[config.mk]
export PLATFORM = sky130hd
export DESIGN_NAME = stage_cp_broadcast_flat
export DESIGN_NICKNAME = d
export VERILOG_FILES = /design/src/rtl/stage_cp_broadcast_if.sv /design/src/rtl/stage_cp_broadcast.sv /design/src/flat_wrapper.sv
export SDC_FILE = /design/constraint.sdc
export NUM_CORES = 1
export LEC_CHECK = 0
export CORE_ASPECT_RATIO = 0.8
export CORE_MARGIN = 5
export CORE_UTILIZATION = 24
export CTS_CLUSTER_DIAMETER = 30
export CTS_CLUSTER_SIZE = 12
export DETAILED_ROUTE_END_ITERATION = 16
export HOLD_SLACK_MARGIN = 0.1
export SLEW_MARGIN = 15
export SYNTH_ARGS = -nofsm -noshare
export SYNTH_HDL_FRONTEND = slang
export SYNTH_SLANG_ARGS = --single-unit
[constraint.sdc]
create_clock -name clk -period 4.85 [get_ports clk]
set_clock_uncertainty 0.2 [all_clocks]
set_input_delay 0.97 -clock clk [delete_from_list [all_inputs] [get_ports clk]]
set_output_delay 0.97 -clock clk [all_outputs]
set_load 0.02 [all_outputs]
[src/rtl/stage_cp_broadcast_if.sv]
// stage_cp_broadcast_if: EX result handshake and CDB broadcast bundle
interface stage_cp_broadcast_if #(
    parameter int DEPTH = 4,
    parameter int TAG_W = 5,
    parameter int XLEN  = 32
);
    logic                     ex_valid;
    logic [XLEN-1:0]          ex_value;
    logic [TAG_W-1:0]         ex_rob_tag;
    logic                     ex_take_branch;
    logic                     cdb_stall;
    logic                     flush;
    logic                     cdb_busy;
    logic                     cdb_valid;
    logic [XLEN-1:0]          cdb_value;
    logic [TAG_W-1:0]         cdb_rob_tag;
    logic                     cdb_take_branch;
    logic                     overflow_err;
    logic [$clog2(DEPTH):0]   occupancy;

    modport master (
        output ex_valid, ex_value, ex_rob_tag, ex_take_branch, cdb_stall, flush,
        input  cdb_busy, cdb_valid, cdb_value, cdb_rob_tag, cdb_take_branch, overflow_err, occupancy
    );

    modport slave (
        input  ex_valid, ex_value, ex_rob_tag, ex_take_branch, cdb_stall, flush,
        output cdb_busy, cdb_valid, cdb_value, cdb_rob_tag, cdb_take_branch, overflow_err, occupancy
    );
endinterface

[src/rtl/stage_cp_broadcast.sv]
// stage_cp_broadcast: in-order result FIFO feeding a registered CDB broadcast with EX back-pressure
module stage_cp_broadcast #(
    parameter int DEPTH = 4,
    parameter int TAG_W = 5,
    parameter int XLEN  = 32
) (
    input logic              clk,
    input logic              rst_n,
    stage_cp_broadcast_if.slave bus
);
    localparam int AW = $clog2(DEPTH);
    localparam int CW = AW + 1;

    typedef struct packed {
        logic [XLEN-1:0]  value;
        logic [TAG_W-1:0] tag;
        logic             take_branch;
    } entry_t;

    entry_t          mem_q [DEPTH];
    logic [AW-1:0]   head_q, head_d, tail_q, tail_d;
    logic [CW-1:0]   count_q, count_d;
    entry_t          cdb_q, cdb_d;
    logic            cdb_valid_q, cdb_valid_d;
    logic            ovf_q, ovf_d;
    logic            pop, push;

    // A full FIFO still accepts when the head leaves on the same edge; flush overrides everything
    always_comb begin
        pop         = !bus.flush && !bus.cdb_stall && count_q != '0;
        push        = bus.ex_valid && !bus.flush && (count_q != CW'(DEPTH) || pop);
        head_d      = bus.flush ? '0 : head_q + AW'(pop);
        tail_d      = bus.flush ? '0 : tail_q + AW'(push);
        count_d     = bus.flush ? '0 : count_q + CW'(push) - CW'(pop);
        cdb_d       = pop ? mem_q[head_q] : cdb_q;
        cdb_valid_d = bus.flush ? 1'b0 : bus.cdb_stall ? cdb_valid_q : pop;
        ovf_d       = ovf_q | (bus.ex_valid && !bus.flush && !push);
    end

    // Result storage needs no reset; only pointers and count define validity
    always_ff @(posedge clk) begin
        if (push) mem_q[tail_q] <= {bus.ex_value, bus.ex_rob_tag, bus.ex_take_branch};
    end

    // Pointers, count, CDB output register and sticky overflow flag
    always_ff @(posedge clk or negedge rst_n) begin
        if (!rst_n) begin
            head_q      <= '0;
            tail_q      <= '0;
            count_q     <= '0;
            cdb_q       <= '0;
            cdb_valid_q <= 1'b0;
            ovf_q       <= 1'b0;
        end else begin
            head_q      <= head_d;
            tail_q      <= tail_d;
            count_q     <= count_d;
            cdb_q       <= cdb_d;
            cdb_valid_q <= cdb_valid_d;
            ovf_q       <= ovf_d;
        end
    end

    // Busy one entry early so a result EX issues in the same cycle still fits
    assign bus.cdb_busy = (count_q >= CW'(DEPTH - 1)) |
                          (count_q == CW'(DEPTH - 2) && bus.ex_valid && bus.cdb_stall);
    assign bus.cdb_valid       = cdb_valid_q;
    assign bus.cdb_value       = cdb_q.value;
    assign bus.cdb_rob_tag     = cdb_q.tag;
    assign bus.cdb_take_branch = cdb_q.take_branch;
    assign bus.overflow_err    = ovf_q;
    assign bus.occupancy       = count_q;
endmodule

[src/flat_wrapper.sv]
// flat-port wrapper written by rule: the top's interface ports become plain ports
module stage_cp_broadcast_flat 
#(
    parameter int DEPTH = 4,
    parameter int TAG_W = 5,
    parameter int XLEN  = 32
)
  (clk, rst_n, bus_ex_valid, bus_ex_value, bus_ex_rob_tag, bus_ex_take_branch, bus_cdb_stall, bus_flush, bus_cdb_busy, bus_cdb_valid, bus_cdb_value, bus_cdb_rob_tag, bus_cdb_take_branch, bus_overflow_err, bus_occupancy);
  stage_cp_broadcast_if #(.DEPTH(DEPTH), .TAG_W(TAG_W), .XLEN(XLEN)) bus_i ();
  input logic clk;
  input logic rst_n;
  input wire logic [$bits(bus_i.ex_valid)-1:0] bus_ex_valid;
  input wire logic [$bits(bus_i.ex_value)-1:0] bus_ex_value;
  input wire logic [$bits(bus_i.ex_rob_tag)-1:0] bus_ex_rob_tag;
  input wire logic [$bits(bus_i.ex_take_branch)-1:0] bus_ex_take_branch;
  input wire logic [$bits(bus_i.cdb_stall)-1:0] bus_cdb_stall;
  input wire logic [$bits(bus_i.flush)-1:0] bus_flush;
  output wire logic [$bits(bus_i.cdb_busy)-1:0] bus_cdb_busy;
  output wire logic [$bits(bus_i.cdb_valid)-1:0] bus_cdb_valid;
  output wire logic [$bits(bus_i.cdb_value)-1:0] bus_cdb_value;
  output wire logic [$bits(bus_i.cdb_rob_tag)-1:0] bus_cdb_rob_tag;
  output wire logic [$bits(bus_i.cdb_take_branch)-1:0] bus_cdb_take_branch;
  output wire logic [$bits(bus_i.overflow_err)-1:0] bus_overflow_err;
  output wire logic [$bits(bus_i.occupancy)-1:0] bus_occupancy;
  assign bus_i.ex_valid = bus_ex_valid;
  assign bus_i.ex_value = bus_ex_value;
  assign bus_i.ex_rob_tag = bus_ex_rob_tag;
  assign bus_i.ex_take_branch = bus_ex_take_branch;
  assign bus_i.cdb_stall = bus_cdb_stall;
  assign bus_i.flush = bus_flush;
  assign bus_cdb_busy = bus_i.cdb_busy;
  assign bus_cdb_valid = bus_i.cdb_valid;
  assign bus_cdb_value = bus_i.cdb_value;
  assign bus_cdb_rob_tag = bus_i.cdb_rob_tag;
  assign bus_cdb_take_branch = bus_i.cdb_take_branch;
  assign bus_overflow_err = bus_i.overflow_err;
  assign bus_occupancy = bus_i.occupancy;
  stage_cp_broadcast #(.DEPTH(DEPTH), .TAG_W(TAG_W), .XLEN(XLEN)) u_core (.clk(clk), .rst_n(rst_n), .bus(bus_i));
endmodule
==> reports/highlights.md, run 1 <==
• 5746 sq um — Sequential Area
• 1950 ps — internal reg-to-reg setup slack
• 27 — number of distinct standard cells referenced by the synthesized netlist
• 4 — H-tree depth
• 9.566% — buffer share of cell area
• 327 — number of cell instances after yosys synthesis
• 23.62% — share of flip-flops with an asynchronous set or reset
• 4.707 mW — post-layout power
• 4 — Worst path depth
• 2 — deepest clock path buffer count
• 0 ps — Total Neg Setup Slack
• 77.08% — register area share after synthesis
• sky130_fd_sc_hd__clkbuf_16 — clock root buffer
• 0 — total of hold buffers inserted after clock tree synthesis
• 22.77 sq um — Synth Area per Inst
• clkdlybuf4s50_1 > a21oi_1 > o21ai_0 > clkdlybuf4s50_1 — cell chain of the critical path
• 7447 sq um — post-synth design cell area
• 91 — non-clock buffer instance count of the final layout
• no — RSZ-0062 raised after global routing
• 17 — clock tree buffer count of the final layout
• 24.40% — FP Core Util
• 504.0 nW/um^2 — total power density per cell area
• 471 — Layout Nets
• 0 — Final Max-Slew Violation Tally
• 74.14% — part of the cycle the worst path needs
• 0.3528% — xor-xnor portion of the synthesized cell area
• 80 ps — clock slew at reported path FFs
• in -> out — critical path type
• 0 — Final Hold Violating Endpoints
• 6327 um — routed metal-1 wirelength
• 926.5 ps — pre-CTS setup slack
• 25.20% — Rel. slew slack
• 430 ps — clk ins delay skew pair
• buffers and inverters — dominant delay contributor by cell family on the critical path
• 0 — number of remaining DRC errors
• 4 — 1st-pass router iterations
• 993 um — met3 routed WL
• 152 — number of synthesized flops with an enable pin
• 34670 sq um — area of the chip
• 134 — first-iteration detailed-routing DRC count
• 199 — clock net sink count
• 15230 um — final routed wirelength across all metal layers
• u_core.bus.overflow_err$_DFF_PN0_ — startpoint of the tightest hold check path
• u_core.mem_q[3][7]$_DFFE_PP_ — R2R Path End
• met5 — top routing layer used
• sky130_fd_sc_hd__edfxtp_1 — Commonest flop
• 3.079 nW — leakage power summed over all cells
• 11.22% — met1 Use GR
• 1.243% — area share of and/or/nand/nor cells after synthesis
• yes — CTS tree
• 278.1 MHz — timing-limited maximum frequency
• 0.8569% — area fraction in compound gates after synthesis
• 87 — I/O pins
• bus_cdb_stall — launching instance or port of the critical path
• 15.20% — global-route track usage on met2
• 199 — #FFs+latches synth
• completed — result of the run
• flip-flops and latches — cell kind with the greatest summed area
• sky130_fd_sc_hd__clkdlybuf4s50_1 — most frequent cell on the critical path
• 48 — maximum number of pins on one net before global-route repair
• 0 — total of endpoints with negative setup slack in the final report
• 0 — Synth warnings
• 2981 — tally of filler cells in the layout
• 0.9409% — fraction of the mapped netlist area in adder cells
• 6.096% — fraction of area in clock buffers and inverters
• 849 — final cell count without fillers
• 4 — Inverters excl. clock
• 298.9 ps — hold slack final
• 817 — placed cells
• 7447 sq um — post-synth area from yosys stat
• 2430 ps — critical path arrival
• 3456 — total via count after detailed routing
• 3596 ps — shortest period the worst path allows
• 8770 sq um — placed cell area
• bus_cdb_busy — crit path to
• multiplexers — main logic family after synthesis
• sky130_fd_sc_hd__clkdlybuf4s50_1 — cell with the largest stage delay on the worst path
• 110 — Multi-In Gates
• 27.98% — fraction of layout cells with a size suffix above 1
• 1 — antenna violations before repair
• 199 — flop count
• 1254 ps — Worst Slack Setup Final
• 23110 um — wire length of the first global-routing pass
• 25.40% — area overhead of the layout relative to synthesis
• 4.071 — average via count per standard cell
• 17.94 um — average wire per standard cell
• 413 — count of inserted tapcells
• 0 — Routed Antenna Nets
• 26 — warning total across the stage logs
• 3680 ps — CP Data Required Time
• u_core.bus.overflow_err$_DFF_PN0_ — worst hold path endpoint
• reg -> reg — type of the most critical hold path
• 1599 sq um — area of the multi-input gates
• 2 — number of buffer and inverter instances along the worst setup path
• 630 ps — largest stage delay on the critical path
• 3 — number of cell instances on the worst register-to-register path
• 327 — gate count of the mapped netlist
• 0 — post-cts gate resize count
• 0 — number of max-capacitance violations reported
• 9.061% — GRT Util Overall
• sky130_fd_sc_hd__edfxtp_1 (152), sky130_fd_sc_hd__clkdlybuf4s50_1 (85), sky130_fd_sc_hd__dfrtp_1 (45) — leading cell types in the layout, fill and taps excluded
• 3695 — number of global-route vias before repair
• 0 — buffers inserted by post-CTS timing repair
• 375 — net count after synthesis
• sky130_fd_sc_hd__edfxtp_1 (61%), sky130_fd_sc_hd__dfrtp_1 (16%), sky130_fd_sc_hd__mux4_2 (11%), sky130_fd_sc_hd__mux2_2 (4.4%), sky130_fd_sc_hd__mux2_4 (1.8%) — leading cell types by total area after synthesis
• 86 — Port Buf Inserts
• 17 — Num CTS Buffers
• sky130_fd_sc_hd__edfxtp_1 — cell taking the most area after synthesis
• input pin — Worst setup SP type
• output pin — element type at the critical path end
• sky130_fd_sc_hd__edfxtp_1 (152), sky130_fd_sc_hd__dfrtp_1 (47), sky130_fd_sc_hd__mux4_2 (38) — Post-synth top cells
• 1 — Min-Delay Path Depth
• 17.12% — multi-input gate share of total cell area
• 0 — global route overflow
• 6 — maximum fanout along the worst path
• sky130_fd_sc_hd__edfxtp_1 — commonest non-fill, non-tap cell in the layout
• 0 — count of antenna diodes in the layout
• 3.500% — met3 track demand over resource
• u_core.bus.occupancy[1]$_DFF_PN0_ — startpoint of the worst-slack reg-to-reg timing path
• 17.69% — area fraction in mux cells
• 61.29% — proportion of netlist area held by the largest area contributor
• 0.7772 — last weighted congestion value of the routability-driven placer
• 9067 um — DP Wirelength
• 1122 ps — Worst Tran Pin Value
• met2 — GRT busiest layer
• 7786 um — met2 routed wirelength
• sky130_fd_sc_hd__edfxtp_1 — most popular library cell in the synthesized design by count
[run 1: state kept, by name (all words and copies together) (netlist names)]
| signal | count |
|---|---|
| u_core.bus.cdb_take_branch | 1 |
| u_core.bus.cdb_rob_tag | 5 |
| u_core.tail_q | 2 |
| u_core.mem_q | 152 |
| u_core.bus.cdb_value | 32 |
| u_core.head_q | 2 |
| u_core.bus.occupancy | 3 |
| u_core.bus.cdb_valid | 1 |
| u_core.bus.overflow_err | 1 |
[run 1: power breakdown]
part / internal, mW / total, mW / leakage (nW) / switching [mW]
logic: 0.622 / 1.12 / 0.858 / 0.503
clock network: 0.719 / 1.36 / 0.273 / 0.638
registers: 2.06 / 2.23 / 1.95 / 0.162
total: 3.40 / 4.71 / 3.08 / 1.30
Run 1, supply network:
Bar = 50 um. Pins as bars on the die edge.
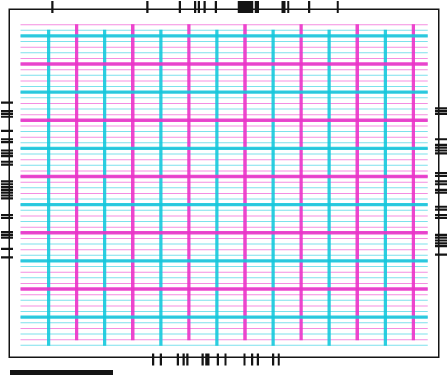
- VSS: cyan
- VDD: magenta
- signal pins: 87
- met4 straps: 14
- rows: 57
maximum resistive drop on vdd: 268.8 uV
die x size: 206.9 um
core footprint: 30520 sq um
Die Height: 167.6 um

Run 1, cell classes on the final placement:
Bar = 50 um.
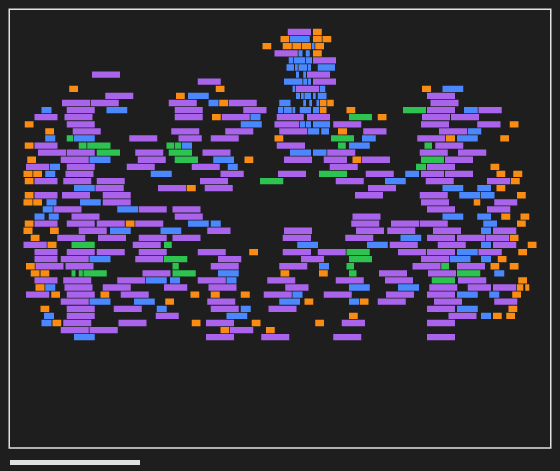
- registers: purple (cells 199)
- remaining logic cells: blue (cells 114)
- remaining buffers and delay cells: orange (cells 91)
- clock drivers and dummy loads: green (cells 32)
Seq/total area: 61.52%
end-of-flow core utilization: 30.60%
Site Rows: 57
post-route design area: 9339 sq um

Run 1, routed clock nets over the placement:
Bar = 50 um.
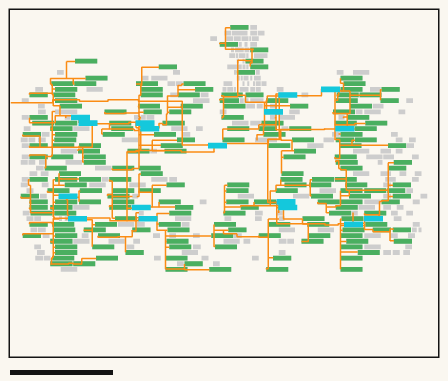
- clock-net drivers: cyan (count 17)
- flip-flops: green (count 199)
- clock wires: orange (length 2230 um)
- routed clock nets: 18

Run 1, metal layers overlaid:
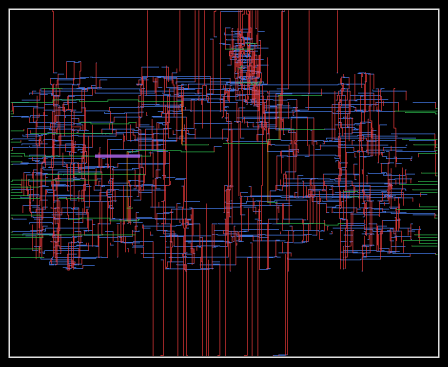

==> run 1 -> run 2 <==
- clock period: 4.85 -> 3 ns (I/O delays scaled with it)
Run 2, metal layers overlaid:
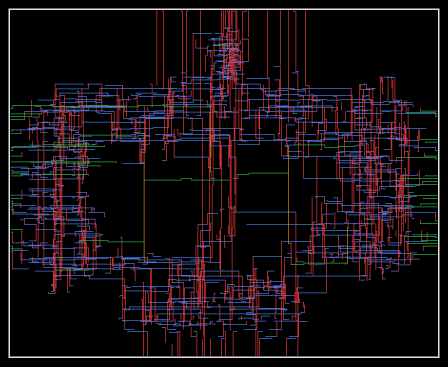
- M1: blue (wire length 6300 um)
- M3: green (wire length 815 um)
- M2: red (wire length 7320 um)
- M4: orange (wire length 155 um)

==> reports/highlights.md, run 2 <==
• 806.8 nW/um^2 — total power density per cell area
• 14590 um — final routed wirelength across all metal layers
• sky130_fd_sc_hd__edfxtp_1 (152), sky130_fd_sc_hd__clkdlybuf4s50_1 (85), sky130_fd_sc_hd__dfrtp_1 (45) — leading cell types in the layout, fill and taps excluded
• 0 — Final Max-Slew Violation Tally
• 4.016 — average via count per standard cell
• 27.86% — area overhead of the layout relative to synthesis
• 2200 ps — CP Data Required Time
• 27 — warning total across the stage logs
• 60.34% — Seq/total area
• 479 — Layout Nets
• 2 — deepest clock path buffer count
• u_core.bus.overflow_err$_DFF_PN0_ — worst hold path endpoint
• sky130_fd_sc_hd__edfxtp_1 — cell taking the most area after synthesis
• 55.56% — Rel. slew slack
• 1 — Min-Delay Path Depth
• 30520 sq um — core footprint
• 8710 um — DP Wirelength
• reg -> out — critical path type
• ha_1 > a21oi_1 > o21ai_0 > clkdlybuf4s50_1 — cell chain of the critical path
• 110 — Multi-In Gates
• 17.02 um — average wire per standard cell
• 385.6 uV — maximum resistive drop on vdd
• 4 — H-tree depth
• 1605 sq um — area of the multi-input gates
• 180.2 ps — pre-CTS setup slack
• sky130_fd_sc_hd__clkbuf_16 — clock root buffer
• 23.62% — share of flip-flops with an asynchronous set or reset
• 900 ps — internal reg-to-reg setup slack
• 7 — maximum fanout along the worst path
• 9522 sq um — post-route design area
• 27 — number of distinct standard cells referenced by the synthesized netlist
• sky130_fd_sc_hd__edfxtp_1 (152), sky130_fd_sc_hd__dfrtp_1 (47), sky130_fd_sc_hd__mux4_2 (38) — Post-synth top cells
• 3.113% — met3 track demand over resource
• 8929 sq um — placed cell area
• 327 — number of cell instances after yosys synthesis
• 17.69% — area fraction in mux cells
• 6299 um — routed metal-1 wirelength
• 99 — non-clock buffer instance count of the final layout
• 167.6 um — Die Height
• 57 — Site Rows
• u_core.bus.cdb_value[26]$_DFFE_PN0P_ — R2R Path End
• 3.147 nW — leakage power summed over all cells
• 286.3 ps — hold slack final
• 3715 — number of global-route vias before repair
• 7318 um — met2 routed wirelength
• 0 — antenna violations before repair
• 77.08% — register area share after synthesis
• 22.77 sq um — Synth Area per Inst
• 206.9 um — die x size
• 630 ps — largest stage delay on the critical path
• multiplexers — main logic family after synthesis
• completed — result of the run
• sky130_fd_sc_hd__edfxtp_1 — Commonest flop
• 420 ps — clk ins delay skew pair
• 199 — clock net sink count
• 5746 sq um — Sequential Area
• 824 — placed cells
• sky130_fd_sc_hd__edfxtp_1 — commonest non-fill, non-tap cell in the layout
• 0.8569% — area fraction in compound gates after synthesis
• 0 — global route overflow
• 356.5 MHz — timing-limited maximum frequency
• 31.19% — end-of-flow core utilization
• 1.243% — area share of and/or/nand/nor cells after synthesis
• sky130_fd_sc_hd__clkdlybuf4s50_1 — cell with the largest stage delay on the worst path
• 22460 um — wire length of the first global-routing pass
• 152 — number of flip-flops under the largest register name
• 17 — Num CTS Buffers
• 327 — gate count of the mapped netlist
• 199 — flop count
• 2805 ps — shortest period the worst path allows
• 0 — total of endpoints with negative setup slack in the final report
• 7.682 mW — post-layout power
• 4 — 1st-pass router iterations
• met2 — GRT busiest layer
• 3 — number of cell instances on the worst register-to-register path
• 0.3528% — xor-xnor portion of the synthesized cell area
• 0 — buffers inserted by post-CTS timing repair
• flip-flops and latches — cell kind with the greatest summed area
• 93.50% — part of the cycle the worst path needs
• u_core.head_q[0]$_DFF_PN0_ — startpoint of the worst-slack reg-to-reg timing path
• 61.29% — proportion of netlist area held by the largest area contributor
• bus_cdb_busy — crit path to
• 194.9 ps — Worst Slack Setup Final
• met4 — top routing layer used
• 857 — final cell count without fillers
• 23 — clock tree buffer count of the final layout
• u_core.bus.overflow_err$_DFF_PN0_ — startpoint of the tightest hold check path
• 0 — Synth warnings
• output pin — element type at the critical path end
• no — RSZ-0062 raised after global routing
• 0.9409% — fraction of the mapped netlist area in adder cells
• 24.40% — FP Core Util
• 87 — I/O pins
• 116 — first-iteration detailed-routing DRC count
• 0 — number of max-capacitance violations reported
• 0 — Routed Antenna Nets
• 0 — count of antenna diodes in the layout
• 152 — number of synthesized flops with an enable pin
• 0.7088 — last weighted congestion value of the routability-driven placer
• flop — Worst setup SP type
• 7447 sq um — post-synth area from yosys stat
• 2010 ps — critical path arrival
• 40 — maximum number of pins on one net before global-route repair
• 0 — number of remaining DRC errors
• u_core.bus.occupancy[1]$_DFF_PN0_ — launching instance or port of the critical path
• 70 ps — clock slew at reported path FFs
• 16.86% — multi-input gate share of total cell area
• 28.15% — fraction of layout cells with a size suffix above 1
• 413 — count of inserted tapcells
• 3442 — total via count after detailed routing
• reg -> reg — type of the most critical hold path
• 86 — Port Buf Inserts
• 0 — Final Hold Violating Endpoints
• 375 — net count after synthesis
• 2980 — tally of filler cells in the layout
• 666.6 ps — Worst Tran Pin Value
• 7447 sq um — post-synth design cell area
• 199 — #FFs+latches synth
• 34670 sq um — area of the chip
• 4 — Inverters excl. clock
• u_core.mem_q — register bank with the most flops
• sky130_fd_sc_hd__edfxtp_1 (61%), sky130_fd_sc_hd__dfrtp_1 (16%), sky130_fd_sc_hd__mux4_2 (11%), sky130_fd_sc_hd__mux2_2 (4.4%), sky130_fd_sc_hd__mux2_4 (1.8%) — leading cell types by total area after synthesis
• 11.09% — buffer share of cell area
Run 2, track usage over the die:
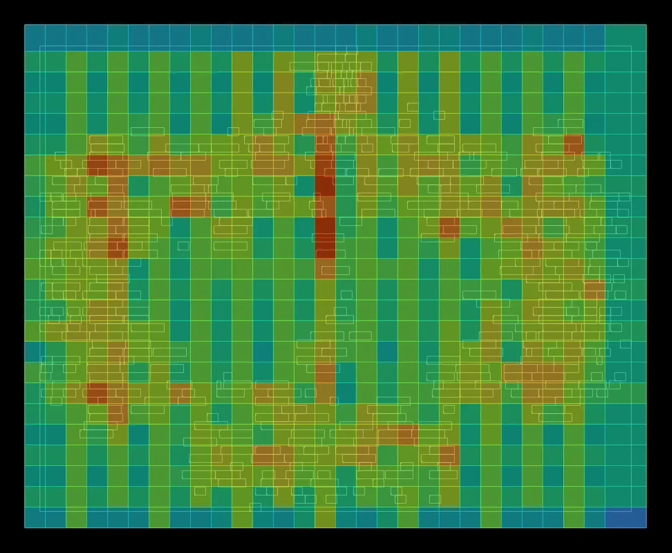
global-route track usage on met2: 14.23%
met1 Use GR: 11.20%
GRT Util Overall: 8.782%

-- run 2: cell counts after synthesis --
Identical to the previous run, type by type.
-- run 2: report_power, final --
group          leakage [nW]  internal [mW]  switching, mW
clock                 0.279           1.28          0.969
sequential             1.95           3.34          0.221
combinational         0.920           1.04          0.836
total                  3.15           5.66           2.03
-- run 2: critical path: cells and delay by family (launching register included) --
family,cells,cell delay (ps)
compound gates,2,210
fa+ha+maj,1,200
buf+inv,1,630
flops,1,530
-- run 2: what timing repair did --
action / 4_1_cts / 5_1_grt
gates resized: 0 / 0
hold buffers: 1 / 0
endpoints found under the hold margin: 21 / 0
Power figures rest on the tool's default switching activity, not on a simulated workload.
